`config.mk`:
```
export PLATFORM = sky130hd
export DESIGN_NAME = fcs32_8_append
export DESIGN_NICKNAME = d
export VERILOG_FILES = /design/src/rtl/fcs32_8_append_pkg.sv /design/src/rtl/fcs32_8_append_oreg.sv /design/src/rtl/fcs32_8_append.sv
export SDC_FILE = /design/constraint.sdc
export NUM_CORES = 1
export LEC_CHECK = 0
export ABC_CLOCK_PERIOD_IN_PS = 2500
export CAP_MARGIN = 0
export CORE_ASPECT_RATIO = 0.9
export CORE_MARGIN = 4
export CORE_UTILIZATION = 33
export DETAILED_ROUTE_END_ITERATION = 10
export PLACE_DENSITY = 0.57
export SLEW_MARGIN = 30
export SYNTH_ARGS = -nofsm -noshare
export SYNTH_HDL_FRONTEND = slang
export SYNTH_SLANG_ARGS = --single-unit
export TNS_END_PERCENT = 100
```
`constraint.sdc`:
```
create_clock -name pclk_i -period 2.5 [get_ports pclk_i]
set_input_delay 0.625 -clock pclk_i [delete_from_list [all_inputs] [get_ports pclk_i]]
set_output_delay 0.625 -clock pclk_i [all_outputs]
set_load 0.02 [all_outputs]
```
`src/rtl/fcs32_8_append_pkg.sv`:
```
`default_nettype none
// ============================================================================
// Module      : fcs32_8_append_pkg
// Description : Shared constants, state encoding and CRC-32 helper functions
//               for the byte-wide Ethernet FCS appender.
// Revision    : 1.0 - initial release
// ============================================================================
package fcs32_8_append_pkg;

  localparam logic [31:0] FCS_INIT  = 32'hFFFF_FFFF;
  localparam logic [31:0] FCS_POLY  = 32'h04C1_1DB7;
  localparam int          FCS_BYTES = 4;

  typedef enum logic [2:0] {
    ST_IDLE = 3'd0,
    ST_DATA = 3'd1,
    ST_FCS0 = 3'd2,
    ST_FCS1 = 3'd3,
    ST_FCS2 = 3'd4,
    ST_FCS3 = 3'd5
  } fcs_state_e;

  // One byte of CRC-32, register kept MSB-first, data consumed LSB-first
  // (Ethernet bit order on the wire).
  function automatic logic [31:0] fcs32_8(input logic [7:0] d, input logic [31:0] c);
    logic [31:0] r;
    r = c;
    for (int i = 0; i < 8; i++) begin
      if (r[31] ^ d[i]) r = {r[30:0], 1'b0} ^ FCS_POLY;
      else              r = {r[30:0], 1'b0};
    end
    return r;
  endfunction

  // Convert the running register into the transmitted FCS word: complement
  // and reverse the bit order inside each byte, so bytes go out [31:24] first.
  function automatic logic [31:0] fcs32_brev(input logic [31:0] c);
    logic [31:0] r;
    r = '0;
    for (int b = 0; b < 4; b++) begin
      for (int i = 0; i < 8; i++) begin
        r[8*b + i] = ~c[8*b + 7 - i];
      end
    end
    return r;
  endfunction

endpackage
`default_nettype wire

```
`src/rtl/fcs32_8_append_oreg.sv`:
```
`default_nettype none
// ============================================================================
// Module      : fcs_byte_oreg
// Description : One-deep registered output slice carrying {data, sof, eof}
//               with a valid/ready handshake.
// Revision    : 1.0 - initial release
// ============================================================================
module fcs_byte_oreg (
  input  logic       clk,
  input  logic       rst,
  input  logic [9:0] i_data,
  input  logic       i_val,
  output logic       o_adv,
  output logic [9:0] o_data,
  output logic       o_val,
  input  logic       i_rdy
);

  logic [9:0] r_data_q, r_data_d;
  logic       r_val_q,  r_val_d;

  assign o_adv  = !r_val_q || i_rdy;
  assign o_data = r_data_q;
  assign o_val  = r_val_q;

  // Load a new entry whenever the slot is free or being drained.
  always_comb begin
    r_data_d = r_data_q;
    r_val_d  = r_val_q;
    if (o_adv) begin
      r_val_d = i_val;
      if (i_val) r_data_d = i_data;
    end
  end

  // Output slot registers.
  always_ff @(posedge clk) begin
    if (rst) begin
      r_data_q <= '0;
      r_val_q  <= 1'b0;
    end else begin
      r_data_q <= r_data_d;
      r_val_q  <= r_val_d;
    end
  end

endmodule
`default_nettype wire

```
`src/rtl/fcs32_8_append.sv`:
```
`default_nettype none
// ============================================================================
// Module      : fcs32_8_append
// Description : Byte-wide Ethernet FCS generator. Forwards payload bytes and
//               appends the 4-byte CRC-32 after the eof byte.
// Revision    : 1.0 - initial release
// ============================================================================
module fcs32_8_append
  import fcs32_8_append_pkg::*;
(
  input  logic       pclk_i,
  input  logic       rst_i,
  input  logic [7:0] data_i,
  input  logic       sof_i,
  input  logic       eof_i,
  input  logic       val_i,
  output logic       rdy_o,
  output logic [7:0] data_o,
  output logic       sof_o,
  output logic       eof_o,
  output logic       val_o,
  input  logic       rdy_i,
  output logic       err_o
);

  fcs_state_e  r_state_q, r_state_d;
  logic [31:0] r_crc_q,   r_crc_d;
  logic        r_err_q,   r_err_d;

  logic        w_adv;
  logic        w_acc;
  logic        w_ld_val;
  logic [7:0]  w_ld_data;
  logic        w_ld_sof;
  logic        w_ld_eof;
  logic [31:0] w_fcs;
  logic [9:0]  w_oreg_out;

  assign w_fcs = fcs32_brev(r_crc_q);
  assign rdy_o = !rst_i && w_adv && ((r_state_q == ST_IDLE) || (r_state_q == ST_DATA));
  assign w_acc = val_i && rdy_o;
  assign err_o = r_err_q;

  // Next-state, CRC update and output-slot load selection.
  always_comb begin
    r_state_d = r_state_q;
    r_crc_d   = r_crc_q;
    r_err_d   = 1'b0;
    w_ld_val  = 1'b0;
    w_ld_data = 8'h00;
    w_ld_sof  = 1'b0;
    w_ld_eof  = 1'b0;
    case (r_state_q)
      ST_IDLE, ST_DATA: begin
        if (w_acc) begin
          if (sof_i) begin
            // A sof while a frame is open abandons that frame (no FCS).
            r_err_d   = (r_state_q == ST_DATA);
            w_ld_val  = 1'b1;
            w_ld_data = data_i;
            w_ld_sof  = 1'b1;
            r_crc_d   = fcs32_8(data_i, FCS_INIT);
            r_state_d = eof_i ? ST_FCS0 : ST_DATA;
          end else if (r_state_q == ST_DATA) begin
            w_ld_val  = 1'b1;
            w_ld_data = data_i;
            r_crc_d   = fcs32_8(data_i, r_crc_q);
            r_state_d = eof_i ? ST_FCS0 : ST_DATA;
          end else begin
            // Stray byte outside a frame is dropped.
            r_err_d = 1'b1;
          end
        end
      end
      ST_FCS0: if (w_adv) begin
        w_ld_val  = 1'b1;
        w_ld_data = w_fcs[31:24];
        r_state_d = ST_FCS1;
      end
      ST_FCS1: if (w_adv) begin
        w_ld_val  = 1'b1;
        w_ld_data = w_fcs[23:16];
        r_state_d = ST_FCS2;
      end
      ST_FCS2: if (w_adv) begin
        w_ld_val  = 1'b1;
        w_ld_data = w_fcs[15:8];
        r_state_d = ST_FCS3;
      end
      ST_FCS3: if (w_adv) begin
        w_ld_val  = 1'b1;
        w_ld_data = w_fcs[7:0];
        w_ld_eof  = 1'b1;
        r_state_d = ST_IDLE;
      end
      default: r_state_d = ST_IDLE;
    endcase
  end

  // Control state, CRC register and error pulse.
  always_ff @(posedge pclk_i) begin
    if (rst_i) begin
      r_state_q <= ST_IDLE;
      r_crc_q   <= FCS_INIT;
      r_err_q   <= 1'b0;
    end else begin
      r_state_q <= r_state_d;
      r_crc_q   <= r_crc_d;
      r_err_q   <= r_err_d;
    end
  end

  fcs_byte_oreg u_oreg (
    .clk    (pclk_i),
    .rst    (rst_i),
    .i_data ({w_ld_data, w_ld_sof, w_ld_eof}),
    .i_val  (w_ld_val),
    .o_adv  (w_adv),
    .o_data (w_oreg_out),
    .o_val  (val_o),
    .i_rdy  (rdy_i)
  );

  assign data_o = w_oreg_out[9:2];
  assign sof_o  = w_oreg_out[1];
  assign eof_o  = w_oreg_out[0];

endmodule
`default_nettype wire

```
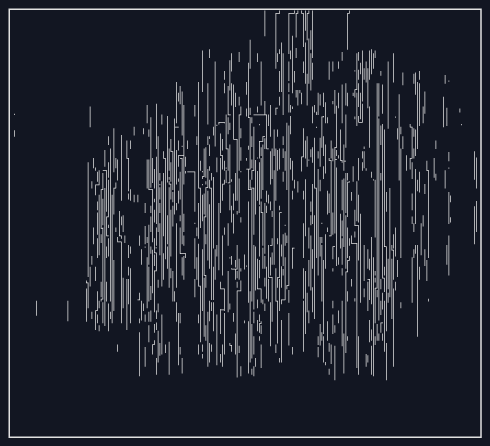
**Above:** run 1 (M2 wires).
Drawn at 4 px/um.
The longest straight run is 51.2 um. The wires run mostly vertical.
GR Util met2: 0.270
final WL: 10700 um
Via Count: 3161

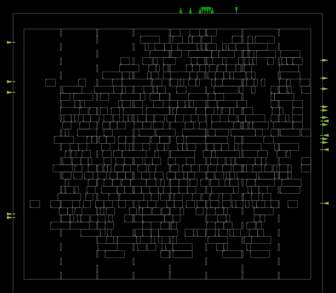
**Above:** run 1 (cell placement).
CORE AREA: 10400 sq um
sequential share of cell area: 0.204
num rows: 35

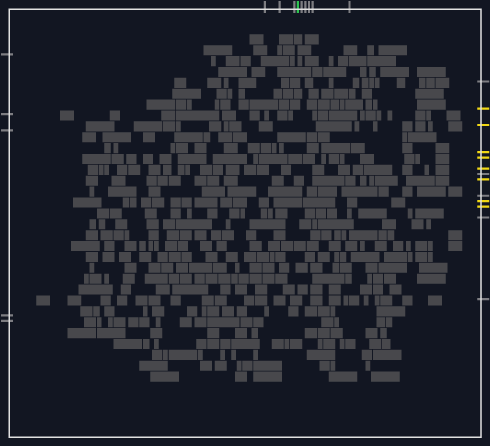
**Above:** run 1 (pin map).
Drawn at 4 px/um. Pins as bars across the die edge, other pins in gray.
Key: rst_i = green [pins 1, direction input, edge top]; data_o = yellow [pins 8, direction output, edge right]
All pins by edge: 13 right, 9 top, 5 left.

==> results.txt, run 1 <==
Fillers -> 1013
Logic Gate Count -> 325
Number of clock buffers in the layout -> 6
Sequential element share of the synthesized area -> 0.264
Hold WC Path Type -> reg -> reg
First-pass GRT wire length -> 17300 um
Post-CTS setup buffers -> 0
Clock slew at reported path FFs -> 0.07 ns
Area share, top type -> 0.264
Int Pwr -> 2.08 mW
Post-route cell area -> 4600 sq um
Max Clk Rate -> 421 MHz
Die y size -> 107 um
Commonest flop -> dfxtp_1
Power per cell area -> 683 nW/um^2
Vias in the first global route -> 3072
Max cap viols -> 0
Total grt overflow -> 0
CTS Buffer Depth -> 2
CP startpoint -> data_i[6]
CP arrival -> 2.55 ns
Drt via density -> 5.19
# H-tree levels -> 2
Pleak -> 1.82 nW
Crit-path max FO -> 2
DP HPWL -> 8080 um
Gate Area -> 2470 sq um
FF-to-FF End -> r_crc_q[12]
Hold endpoint -> u_oreg.o_data[0]
Cell group occupying the most layout area -> multi-input combinational cells
Relative slew slack -> 0.607
Router iterations before antenna repair -> 7
Clk pwr -> 0.824 mW
Total combinational power -> 1.43 mW
Top power group -> combinational logic
# hold bufs at CTS -> 0
Seq. pwr -> 0.896 mW
Root Driver -> clkbuf_16
Area grow syn2layout -> 29.1%
Clock skew -> 0.00704 ns
Ys cells -> 413
Final setup fails -> 0
Setup WS pre-CTS -> -0.221 ns
Cell area after placement -> 4420 sq um
Clock buf/inv share -> 0.0386
Yosys stat area -> 3570 sq um
Top cell type by instance count after synthesis -> xnor2_1
Worst Path Buf+Inv -> 2
CTS sink count -> 47
Outcome -> finished, final reports clean
Yosys cell types -> 40
Setup CP Type -> in -> reg
YS warnings -> 0
Crit-path slowest cell -> xnor2_1
Cell type with the largest total area -> dfxtp_1
Core utilization at floorplan -> 0.344
Remaining antenna violation count -> 0
Buffering overhead -> 0.182
Tool warning count -> 27
Tightest Pin Transition -> 0.586 ns
Share of total power in the clock network -> 0.262
Reg2reg path depth -> 7
P_sw -> 1.07 mW
Top cells by count, synth -> xnor2_1, dfxtp_1, nand2_1
Inverters excl. clock -> 5
Synthesized Nets -> 430
Nets -> 496
Delay of the slowest cell on the worst path -> 0.45 ns
CTS tree -> built
Critical Path RT -> 2.68 ns
Drt wl/cell -> 17.6 um
Top cells, area -> dfxtp_1, xnor2_1, xor2_1
Sw Ratio -> 0.341
Ys flops -> 47
Hold path depth -> 2
Layout cells sized above 1 -> 0.181
Clk_lat worst skew -> 0.29 ns
Reg area -> 941 sq um
Syn_area_per_cell -> 8.63 sq um
Crit path time final -> 2.37 ns
Critical Path Sink -> r_crc_q[8]
Reg2Reg Launch Point -> r_crc_q[29]
CTS buffer count -> 5
Hold_sp -> u_oreg.o_data[0]
Crit path max-delay family -> XOR/XNOR gates
EDFF count, synth -> 0
CP Depth -> 7
Logic pwr share -> 0.453
Syn Inst Count -> 413
[run 1: cell usage in the layout (no fill, tap or decap), types with 6 or more instances in the layout]
cell             count
nor2_1              40
o211ai_1            24
a211oi_1             6
nand3_1              6
buf_4               64
a21oi_1              8
clkdlybuf4s50_1     25
xnor2_1             98
dfxtp_1             47
nand2_1             43
mux2i_1             12
xor2_1              22
o21ai_0             11
[run 1: per-layer routing]
| layer | wire length [um] | track usage | vias to the layer above | share of wire |
|---|---|---|---|---|
| met5 | 0 | 0 | - | 0 |
| met4 | 89 | 0.0402 | 0 | 0.0083 |
| met3 | 602 | 0.0295 | 6 | 0.056 |
| met2 | 4710 | 0.270 | 95 | 0.44 |
| met1 | 5310 | 0.257 | 1531 | 0.50 |
| li1 | - | - | 1529 | - |
[run 1: cell families after synthesis]
logic type,synth area share
xor gates and xnor gates,0.374
AOI/OAI and AO/OA,0.154
buffers and inverters,0.0505
muxes,0.0337
adders and majority gates,0.0105
DFF,0.264
and+or+nand+nor,0.113
[run 1: sequential cells by signal, indices dropped and copies added, names as in the netlist]
signal,flops
err_o,1
u_oreg.o_val,1
r_state_q,3
r_crc_q,32
u_oreg.o_data,10
[run 1: per-stage QoR]
step | instances | hold WS (ns) | TNS [ns]
2_1_floorplan | 413 | 0.463 | 0
3_3_place_gp | 601 | 0.456 | -2.43
3_5_place_dp | 601 | 0.458 | -2.75
4_1_cts | 609 | 0.470 | 0
5_1_grt | 609 | 0.515 | 0
6_report | 609 | 0.466 | 0
[run 1: what timing repair did]
item / CTS / global route
setup endpoints to repair: 1 / 2
endpoints found under the hold margin: 0 / 0
pin swaps: 0 / 1
resized: 1 / 1
**Run 1: wiring by layer**

Drawn at 2 px/um. Two of the layers only.
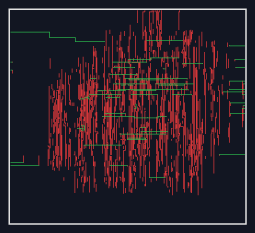

==> inputs of run 2 (changes only) <==
ABC_AREA = 0   (was unset)
CTS_BUF_LIST = sky130_fd_sc_hd__clkbuf_2 sky130_fd_sc_hd__clkbuf_4 sky130_fd_sc_hd__clkbuf_8   (was unset)
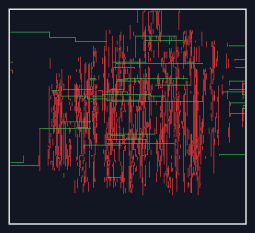
**Above:** run 2 (wiring by layer).
Drawn at 2 px/um. Two of the layers only.
Key: M2 = red [wire length 4680 um]; M3 = green [wire length 651 um]

==> run 2 against run 1 <==
Net effect: worst setup slack lost 0.020 ns; register-to-register slack worse by 0.04 ns; clock power down 24%; cell count stayed put; worst hold slack better by 0.0042 ns; sequential power hardly changed; synthesized cell count unchanged; via count decreased by 0.47%; critical path type unchanged; critical endpoint unchanged; largest cell class unchanged; largest power group unchanged.
==> results.txt, run 2 <==
Outcome -> finished, final reports clean
Initial antenna violation count -> 0
Setup CP Type -> in -> reg
CP endpoint kind -> flip-flop
CTS buffer count -> 5 (unchanged)
Via Count -> 3146 (-0.47%)
Top cells, area -> dfxtp_1, xnor2_1, xor2_1
Crit-path max FO -> 2 (unchanged)
CORE AREA -> 10400 sq um (unchanged)
Met3 wire len -> 651 um (+8.1%)
CP arrival -> 2.60 ns (+0.05 ns)
CTS sink count -> 47 (unchanged)
Top comb family, area -> XOR/XNOR gates
Relative slew slack -> 0.593 (-0.0136)
Area grow syn2layout -> 27.3%
Final critical-path share of the clock period -> 0.958
Power per cell area -> 649 nW/um^2 (-5.0%)
# H-tree levels -> 2 (unchanged)
Drt wl/cell -> 17.4 um (-1.1%)
Ao+oa area frac -> 0.154 (unchanged)
Total grt overflow -> 0 (unchanged)
Synth Area in Adders -> 0.0105 (unchanged)
Worst Setup Start Kind -> input port
Layout cells sized above 1 -> 0.181 (unchanged)
Xor/xnor share -> 0.374 (unchanged)
Syn Inst Count -> 413 (unchanged)
Final setup fails -> 0 (unchanged)
GP Congestion -> 0.890
Largest net degree at the start of global routing -> 45
Core utilization at floorplan -> 0.344 (unchanged)
Nets -> 496 (unchanged)
Clock skew -> 0.00751 ns (+0.000466 ns)
Asr flop ratio synth -> 0
Final worst slack -> 0.106 ns
Setup TNS -> 0 ns (unchanged)
Chip Area -> 12500 sq um
RSZ-0062 raised after global routing -> false
Fin. Hold Viols -> 0
Ys flops -> 47 (unchanged)
EDFF count, synth -> 0 (unchanged)
Critical Path RT -> 2.70 ns (+0.02 ns)
Top cell excl fill/tap -> xnor2_1
Clk_lat worst skew -> 0.31 ns (+0.02 ns)
Most frequent cells in the layout -> xnor2_1, buf_4, dfxtp_1
I/O Pins -> 27
Crit path time final -> 2.39 ns (+0.0201 ns)
Vias in the first global route -> 3078 (+0.20%)
Max FFs per register -> 32 (unchanged)
Worst IR Drop VDD -> 0.288 mV
Synthesized cell area -> 3570 sq um
1st-iter DRT viols -> 260
Remaining antenna violation count -> 0 (unchanged)
Cell area after placement -> 4420 sq um (unchanged)
Hold WC Path Type -> reg -> reg
Simple-Gate Area Share -> 0.113 (unchanged)
Max-slew violation count -> 0
DP HPWL -> 8080 um (unchanged)
Drt via density -> 5.17 (-0.47%)
DR WL met2 -> 4680 um (-0.66%)
Worst R2R Setup Slack -> 0.35 ns
Max cap viols -> 0 (unchanged)
Root Driver -> clkbuf_8
Num rows -> 35 (unchanged)
Top Metal Used -> met4
GRT Total Usage -> 0.175
Router iterations before antenna repair -> 5 (-2)
CTS tree -> built
Syn_area_per_cell -> 8.63 sq um (unchanged)
First-pass GRT wire length -> 17200 um (about the same)
Pleak -> 1.79 nW (-1.7%)
Post-route cell area -> 4540 sq um (-1.4%)
Met1 WL -> 5180 um (-2.4%)
Yosys cell types -> 40 (unchanged)
Clock slew at reported path FFs -> 0.10 ns (+0.03 ns)
YS warnings -> 0 (unchanged)
Tool warning count -> 27 (unchanged)
Final WL -> 10600 um (-1.1%)
Top reg by flops -> r_crc_q
CTS Buffer Depth -> 2 (unchanged)
Commonest flop -> dfxtp_1
Ys cells -> 413 (unchanged)
Synthesized Nets -> 430 (unchanged)
DRC -> 0
Top cell type by instance count after synthesis -> xnor2_1
Top cells by count, synth -> xnor2_1, dfxtp_1, nand2_1
Mux cell area share -> 0.0337 (unchanged)
Cell type with the largest total area -> dfxtp_1
Tightest Pin Transition -> 0.606 ns (+0.0202 ns)
Max Clk Rate -> 418 MHz (-0.84%)
Area share, top type -> 0.264 (unchanged)
Yosys stat area -> 3570 sq um (unchanged)
Sequential element share of the synthesized area -> 0.264 (unchanged)
Setup WS pre-CTS -> -0.221 ns (unchanged)
# diodes -> 0
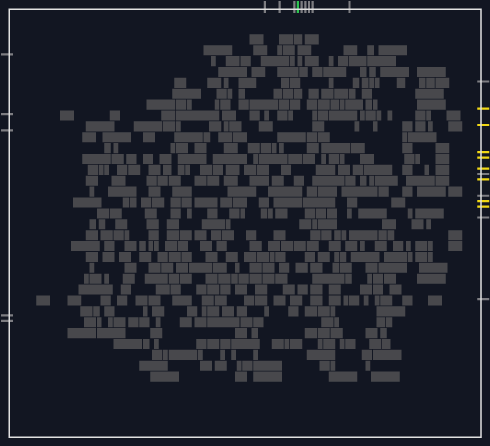
**Above:** run 2 (pin map).
Drawn at 4 px/um. Pins as bars across the die edge, other pins in gray.
Key: rst_i = green [pins 1, direction input, edge top]; data_o = yellow [pins 8, direction output, edge right]
All pins by edge: 13 right, 9 top, 5 left.
I/O Buffers: 26
Die Wd: 118 um

run 2: cell counts after synthesis:
Identical to the previous run, type by type.
run 2: critical path, cell delays in order:
cell             delay, ns
clkdlybuf4s50_1       0.50
xor3_2                0.28
xnor3_1               0.38
xor3_1                0.42
xor2_1                0.16
a22oi_1               0.16
nand2_1               0.07
run 2: routing by layer:
layer | global-route usage | up-vias
met1 | 0.255 | 1532
met5 | 0 | -
met4 | 0.0368 | 0
met2 | 0.271 | 79
met3 | 0.0290 | 7
li1 | - | 1528
run 2: area by class of cell:
class                           count  area, sq um
Fill cell                        1018         5840
Multi-Input combinational cell    325         2460
Sequential cell                    47          941
Timing Repair Buffer               95          840
Tap cell                          129          161
Clock buffer                        6         82.6
Clock inverter                      2         38.8
Inverter                            5         18.8
run 2: where the power goes:
part / total [mW] / switching [mW] / internal [mW]
combinational: 1.42 / 0.673 / 0.751
sequential: 0.895 / 0.0752 / 0.820
clock: 0.629 / 0.299 / 0.330
total: 2.95 / 1.05 / 1.90
run 2: timing repair:
action | CTS | global route
hold endpoints to repair | 0 | 0
endpoints found under the setup margin | 1 | 0
buffers inserted | 0 | 0
hold buffers | 0 | 0
resized | 1 | 0
run 2: worst paths after layout:
path,depth (start not counted),end,startpoint
worst min-delay path,2,u_oreg.o_data[0],u_oreg.o_data[0]
worst min register to register,2,u_oreg.o_data[0],u_oreg.o_data[0]
worst max register to register,10,u_oreg.o_data[2],r_state_q[1]
worst max-delay path,7,r_crc_q[8],data_i[3]
run 2: per-stage QoR:
stage	cells	utilization	hold slack [ns]	power, mW
2_1_floorplan	413	-	0.463	1.86
3_3_place_gp	601	0.426	0.456	2.31
3_5_place_dp	601	0.426	0.458	2.33
4_1_cts	609	0.437	0.475	2.96
5_1_grt	609	0.437	0.519	3.13
6_report	609	0.437	0.470	2.95
Power figures rest on the tool's default switching activity, not on a simulated workload.
